File: src/rtl/rom_arb_pkg.sv
// ---------------------------------------------------------------------------
// rom_arb_pkg
// Shared definitions for the instruction-ROM port arbiter:
//   - owner encoding of a ROM read (IFU or LSU)
//   - slot_t, one entry of the in-flight read tracker
//   - default byte address of ROM word 0
//   - kill_ifu_slot(), marks an in-flight IFU read as discarded on flush
// ---------------------------------------------------------------------------
package rom_arb_pkg;

    localparam logic OWN_IFU = 1'b0;
    localparam logic OWN_LSU = 1'b1;

    localparam logic [31:0] ROM_ARB_BASE_ADDR = 32'h0000_0000;

    // One ROM read travelling through the fixed read latency.
    // killed: the read still occupies the ROM slot but its data is dropped.
    typedef struct packed {
        logic valid;
        logic owner;
        logic err;
        logic killed;
    } slot_t;

    // A flush discards IFU reads only; LSU reads always complete.
    function automatic slot_t kill_ifu_slot(input slot_t s, input logic flush);
        slot_t r;
        r = s;
        if (flush && s.valid && (s.owner == OWN_IFU)) begin
            r.killed = 1'b1;
        end
        return r;
    endfunction

endpackage

File: src/rtl/rom_arb_inflight_pipe.sv
// ---------------------------------------------------------------------------
// rom_arb_inflight_pipe
// RD_LATENCY-deep shift register that follows each granted ROM read until
// its data appears on the ROM output. The last stage lines up exactly with
// the returning ROM word.
//
// Ports:
//   clk, rst     clock, asynchronous active-high reset (empties the pipe)
//   push_valid   a read is granted this cycle
//   push_owner   owner of the granted read (OWN_IFU / OWN_LSU)
//   push_err     granted read failed the address check
//   flush        IFU flush: kill every in-flight IFU read, including the push
//   tail         last stage, the read whose data is on the ROM output now
//   busy         at least one stage holds a read
// ---------------------------------------------------------------------------
module rom_arb_inflight_pipe
    import rom_arb_pkg::*;
#(
    parameter int RD_LATENCY = 1
) (
    input  logic  clk,
    input  logic  rst,
    input  logic  push_valid,
    input  logic  push_owner,
    input  logic  push_err,
    input  logic  flush,
    output slot_t tail,
    output logic  busy
);

    slot_t stage [RD_LATENCY];
    slot_t push_slot;

    // An IFU grant in the flush cycle is killed on entry.
    always_comb begin
        push_slot.valid  = push_valid;
        push_slot.owner  = push_owner;
        push_slot.err    = push_err;
        push_slot.killed = flush && push_valid && (push_owner == OWN_IFU);
    end

    always_ff @(posedge clk or posedge rst) begin
        if (rst) begin
            for (int i = 0; i < RD_LATENCY; i++) begin
                stage[i] <= '0;
            end
        end else begin
            stage[0] <= push_slot;
            for (int i = 1; i < RD_LATENCY; i++) begin
                stage[i] <= kill_ifu_slot(stage[i-1], flush);
            end
        end
    end

    always_comb begin
        busy = 1'b0;
        for (int i = 0; i < RD_LATENCY; i++) begin
            busy = busy | stage[i].valid;
        end
    end

    assign tail = stage[RD_LATENCY-1];

endmodule

File: src/rtl/rom_port_arbiter.sv
// ---------------------------------------------------------------------------
// rom_port_arbiter
// Shares the single-port instruction ROM between the instruction fetch unit
// (IFU) and the load/store unit (LSU). Grants at most one fully pipelined
// read per cycle, drives all ROM control pins, and routes each returning
// word to the requester that issued it. IFU reads in flight can be flushed.
//
// Configuration macro:
//   ROM_ARB_IFU_PRIO_EN  defined   : fixed priority, IFU always wins
//                        undefined : round-robin between IFU and LSU
//
// Parameters: ADDR_WIDTH (ROM word address), DATA_WIDTH (ROM word),
//             RD_LATENCY (1 = no ROM output register, 2 = register on),
//             BASE_ADDR (byte address of ROM word 0, word aligned)
//
// Ports:
//   clk, rst                         clock, asynchronous active-high reset
//   ifu_req_valid/ready/addr         IFU read request (byte address)
//   ifu_flush                        discard all IFU reads in flight
//   ifu_rsp_valid/data/err           IFU response, one-cycle strobe
//   lsu_req_valid/ready/addr         LSU read request (byte address)
//   lsu_rsp_valid/data/err           LSU response, one-cycle strobe
//   rom_addr, rom_clk_en             ROM word address, ROM clock enable
//   rom_addr_strobe                  high = ROM holds previous address
//   rom_rd_oce                       ROM output-register enable
//   rom_rd_data                      ROM read data
// ---------------------------------------------------------------------------
module rom_port_arbiter
    import rom_arb_pkg::*;
#(
    parameter int          ADDR_WIDTH = 10,
    parameter int          DATA_WIDTH = 32,
    parameter int          RD_LATENCY = 1,
    parameter logic [31:0] BASE_ADDR  = ROM_ARB_BASE_ADDR
) (
    input  logic                  clk,
    input  logic                  rst,

    input  logic                  ifu_req_valid,
    output logic                  ifu_req_ready,
    input  logic [31:0]           ifu_req_addr,
    input  logic                  ifu_flush,
    output logic                  ifu_rsp_valid,
    output logic [DATA_WIDTH-1:0] ifu_rsp_data,
    output logic                  ifu_rsp_err,

    input  logic                  lsu_req_valid,
    output logic                  lsu_req_ready,
    input  logic [31:0]           lsu_req_addr,
    output logic                  lsu_rsp_valid,
    output logic [DATA_WIDTH-1:0] lsu_rsp_data,
    output logic                  lsu_rsp_err,

    output logic [ADDR_WIDTH-1:0] rom_addr,
    output logic                  rom_clk_en,
    output logic                  rom_addr_strobe,
    output logic                  rom_rd_oce,
    input  logic [DATA_WIDTH-1:0] rom_rd_data
);

    logic                  ifu_eligible;
    logic                  ifu_grant;
    logic                  lsu_grant;
    logic                  grant;
    logic                  grant_owner;
    logic [31:0]           sel_addr;
    logic [29:0]           word_off;
    logic                  addr_err;
    slot_t                 tail;
    logic                  busy;
    logic                  rsp_live;
    logic [DATA_WIDTH-1:0] rsp_word;
    logic [DATA_WIDTH-1:0] ifu_data_q;
    logic [DATA_WIDTH-1:0] lsu_data_q;

    // ---------------------------------------------------------------- issue
    // The IFU is blocked while it is being flushed; nothing is granted in
    // reset so every output reads 0 as soon as rst rises.
    assign ifu_eligible = ifu_req_valid && !ifu_flush && !rst;

`ifdef ROM_ARB_IFU_PRIO_EN
    // A flush-blocked IFU does not hold off the LSU.
    assign ifu_grant = ifu_eligible;
    assign lsu_grant = lsu_req_valid && !rst && !ifu_eligible;
`else
    // rr_next names the requester that wins the next contended cycle.
    logic rr_next;

    always_ff @(posedge clk or posedge rst) begin
        if (rst) begin
            rr_next <= OWN_IFU;
        end else if (grant) begin
            rr_next <= ~grant_owner;
        end
    end

    assign ifu_grant = ifu_eligible && (!lsu_req_valid || (rr_next == OWN_IFU));
    assign lsu_grant = lsu_req_valid && !rst && (!ifu_eligible || (rr_next == OWN_LSU));
`endif

    assign ifu_req_ready = ifu_grant;
    assign lsu_req_ready = lsu_grant;
    assign grant         = ifu_grant || lsu_grant;
    assign grant_owner   = lsu_grant ? OWN_LSU : OWN_IFU;

    // -------------------------------------------------------- address check
    // ROM words sit on 4-byte boundaries, so the offset is taken in words;
    // the byte lanes only feed the alignment check.
    assign sel_addr = lsu_grant ? lsu_req_addr : ifu_req_addr;
    assign word_off = sel_addr[31:2] - BASE_ADDR[31:2];
    assign addr_err = (sel_addr[1:0] != 2'b00) || (word_off[29:ADDR_WIDTH] != '0);

    // ---------------------------------------------------------- ROM control
    // The strobe is also low in reset so that every output reads 0 there;
    // the ROM clock is disabled then, so the held address does not matter.
    assign rom_addr        = grant ? word_off[ADDR_WIDTH-1:0] : '0;
    assign rom_clk_en      = grant || busy;
    assign rom_addr_strobe = !grant && !rst;
    assign rom_rd_oce      = (RD_LATENCY == 2);

    rom_arb_inflight_pipe #(
        .RD_LATENCY (RD_LATENCY)
    ) u_inflight (
        .clk        (clk),
        .rst        (rst),
        .push_valid (grant),
        .push_owner (grant_owner),
        .push_err   (addr_err),
        .flush      (ifu_flush),
        .tail       (tail),
        .busy       (busy)
    );

    // ------------------------------------------------------------- response
    // A flush in the same cycle as an IFU response suppresses that response.
    assign rsp_live      = tail.valid && !tail.killed;
    assign rsp_word      = tail.err ? '0 : rom_rd_data;
    assign ifu_rsp_valid = rsp_live && (tail.owner == OWN_IFU) && !ifu_flush;
    assign lsu_rsp_valid = rsp_live && (tail.owner == OWN_LSU);
    assign ifu_rsp_err   = ifu_rsp_valid && tail.err;
    assign lsu_rsp_err   = lsu_rsp_valid && tail.err;

    // Response data is passed straight through on the strobe and the last
    // delivered word is held in between.
    always_ff @(posedge clk or posedge rst) begin
        if (rst) begin
            ifu_data_q <= '0;
            lsu_data_q <= '0;
        end else begin
            if (ifu_rsp_valid) begin
                ifu_data_q <= rsp_word;
            end
            if (lsu_rsp_valid) begin
                lsu_data_q <= rsp_word;
            end
        end
    end

    assign ifu_rsp_data = ifu_rsp_valid ? rsp_word : ifu_data_q;
    assign lsu_rsp_data = lsu_rsp_valid ? rsp_word : lsu_data_q;

endmodule

File: config.mk
export PLATFORM = sky130hd
export DESIGN_NAME = rom_port_arbiter
export DESIGN_NICKNAME = d
export VERILOG_FILES = /design/src/rtl/rom_arb_pkg.sv /design/src/rtl/rom_arb_inflight_pipe.sv /design/src/rtl/rom_port_arbiter.sv
export SDC_FILE = /design/constraint.sdc
export NUM_CORES = 1
export LEC_CHECK = 0
export ABC_AREA = 0
export CAP_MARGIN = 20
export CORE_AREA = 2 2 93 95
export CTS_CLUSTER_DIAMETER = 40
export DETAILED_ROUTE_END_ITERATION = 6
export DIE_AREA = 0 0 95 97
export GPL_TIMING_DRIVEN = 0
export PLACE_DENSITY = 0.77
export REMOVE_ABC_BUFFERS = 1
export SLEW_MARGIN = 15
export SYNTH_ARGS = -nofsm -noshare
export SYNTH_HDL_FRONTEND = slang
export SYNTH_SLANG_ARGS = --single-unit
export TNS_END_PERCENT = 100
File: constraint.sdc
create_clock -name clk -period 4 [get_ports clk]
set_input_delay 0.6 -clock clk [delete_from_list [all_inputs] [get_ports clk]]
set_output_delay 0.6 -clock clk [all_outputs]
set_load 0.05 [all_outputs]
==> flow_summary.yaml <==
# implementation run metrics
placement:
  numPlacedInstances: 575
  dp_slack_ns: -0.1763
clock_network:
  cts_resized: 1
  ctsLongestPathBuffers: 2
  cts_num_sinks: 69
  cts_setup_buffers: 0
  cts-root-buf: "clkbuf_8"
  numCtsBuffers: 9
setup_path:
  worst_path_largest_cell_delay_ns: 0.88
  required_ns: 3.40
  r2r_setup_slack_ns: 2.27
  crit_type: "in -> out"
  cp_common_cell: "clkdlybuf4s50_1"
  slowest_stage: "or4b_4"
  r2r_cells: 3
  cp-end-kind: "output port"
synth:
  yosys_warnings: 0
  ys_cells: 304
  top_area_share_pct: 59.87
  synth-edff-count: 0
  yosys.area_share.aoi_pct: 13.58
  yosys-top-cells-count: "nand2_1 (97), dfrtp_1 (69), o21ai_0 (32)"
  top_cells_by_area: "dfrtp_1 (60%), nand2_1 (13%), o21ai_0 (5.6%)"
  synth_cell_type_count: 27
  fa_ha_area_share_pct: 0
  netlist_area_mm2: 0.002884
  ys_area_mm2: 0.002884
  synth.most_common_cell: "nand2_1"
  logic_family: "simple AND/OR/NAND/NOR gates"
  synthMuxAreaShare_pct: 2.777
  synth-async-reset-ratio_pct: 100.0
power_and_ir_drop:
  comb_power_share_pct: 30.4
  power.density_mw_per_mm2: 401.3
  seq_power_uw: 782
  swShare_pct: 32.12
  p_sw_uw: 655.1
  p_leak_uw: 0.002223
hold_path:
  hold_start: "ifu_data_q[28]"
  holdPathStages: 2
  hold_path.class: "reg -> reg"
route:
  drtAntennaViolNets: 0
  dr.pass1.iters: 4
  dr_total_vias: 2772
  route.detailed.drc: 0
final_timing:
  setup-tns-final_ns: 0
  finalWorstSetupSlack_ns: 0.2477
  rsz0062_at_grt: "false"
  max_slew_margin_pct: 50.58
  finalCritPeriodShare_pct: 93.81
floorplan:
  num_rows: 33
  die_h_um: 97
  fp_util_pct: 35.46
  pin_count: 184
  chipArea_mm2: 0.009215
  die_x_um: 95
  core_mm2: 0.008134
layout:
  areaGrowthSynthToFinish_pct: 76.23
  stdcell_count: 592
  logic_area_mm2: 0.001015
  post-route-cell-area_mm2: 0.005082
outcome:
  status: "complete, no violations"
job:
  maxCapViolCount: 0
  warning_count: 25
[worst max path at each step]
stage	startpoint	endpoint	slack, ns
final	ifu_flush	ifu_rsp_data[17]	0.25
after global routing	rst	ifu_req_ready	0.002
after CTS	rst	rom_addr[9]	0.03
after detailed placement	rst	rom_addr[4]	-0.18
after global placement	rst	rom_addr[9]	-2.01
after floorplan	rst	rom_addr[6]	-0.76
[state kept, by name, indices dropped and copies added (netlist names)]
name,cells
ifu_data_q,32
lsu_data_q,32
u_inflight.tail,3
rr_next,1
u_inflight.busy,1
[final cells by class]
| cell class | count | share of cell area, % |
|---|---|---|
| repair buffers | 187 | 38.40 |
| well taps | 105 | 2.585 |
| flip-flops and latches | 69 | 33.97 |
| multi-input cells | 209 | 19.97 |
| clock inverters | 5 | 1.600 |
| clock buffers | 11 | 2.979 |
| inverters | 6 | 0.4924 |
[cell usage in the layout (no fill, tap or decap)]
cell,n
nand2b_1,1
nor2b_1,1
dfrtp_1,69
nor4_1,10
or4_1,1
nand2_1,97
clkinv_2,1
o21ai_1,27
dlymetal6s2s_1,10
bufinv_16,2
nand3b_1,1
buf_12,1
buf_8,2
clkbuf_8,11
inv_6,1
nor2_1,13
o21ai_0,32
o311a_2,1
buf_16,2
a21oi_1,2
clkinv_1,1
o21ai_2,6
a22o_1,2
inv_1,4
nor3_1,1
nand4_1,2
mux2i_1,8
clkinvlp_4,1
conb_1,2
a31oi_1,1
or4b_4,1
inv_4,1
clkdlybuf4s50_1,172
[critical path: cells and delay by family]
family / cells / cell delay [ns]
buf+inv: 2 / 1.30
simple gates: 1 / 0.88
compound gates: 1 / 0.33
[per-layer routing]
metal	global-route usage [%]	part of all wire, %	vias up
met5	0	0	-
met1	22.26	39	1268
met3	3.894	7.1	8
met2	34.64	53	126
met4	6.466	1.1	0
li1	-	-	1370
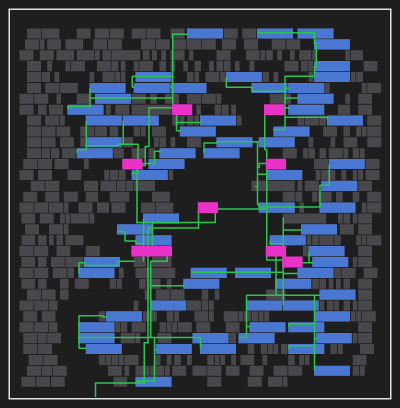
Figure 1: clock network drawn from the DEF.
(4 px per µm)
magenta -> clock drivers  # count 9
green -> clock wires  # length 779 µm
blue -> flip-flops  # count 69
routed clock nets = 10
P_clk: 637 µW
Clock Power Share: 31.2%
clock skew: 0.01100 ns
Late-Pin Clk Latency: 0.33 ns

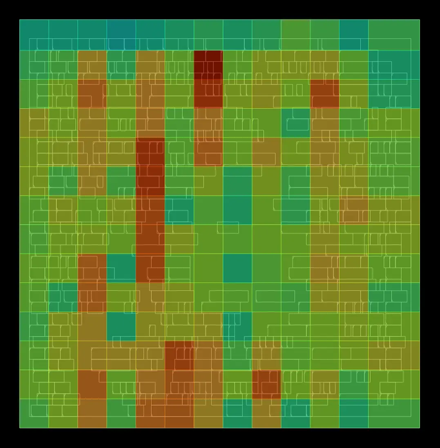
Figure 2: congestion heat map.
Core Util, Final: 62.48%
met1 GRT Util: 22.26%
Top Usage Layer GRT: met2
GR Util met3: 3.894%
average wire per standard cell: 14.70 µm

Power and IR drop assume default switching activity.
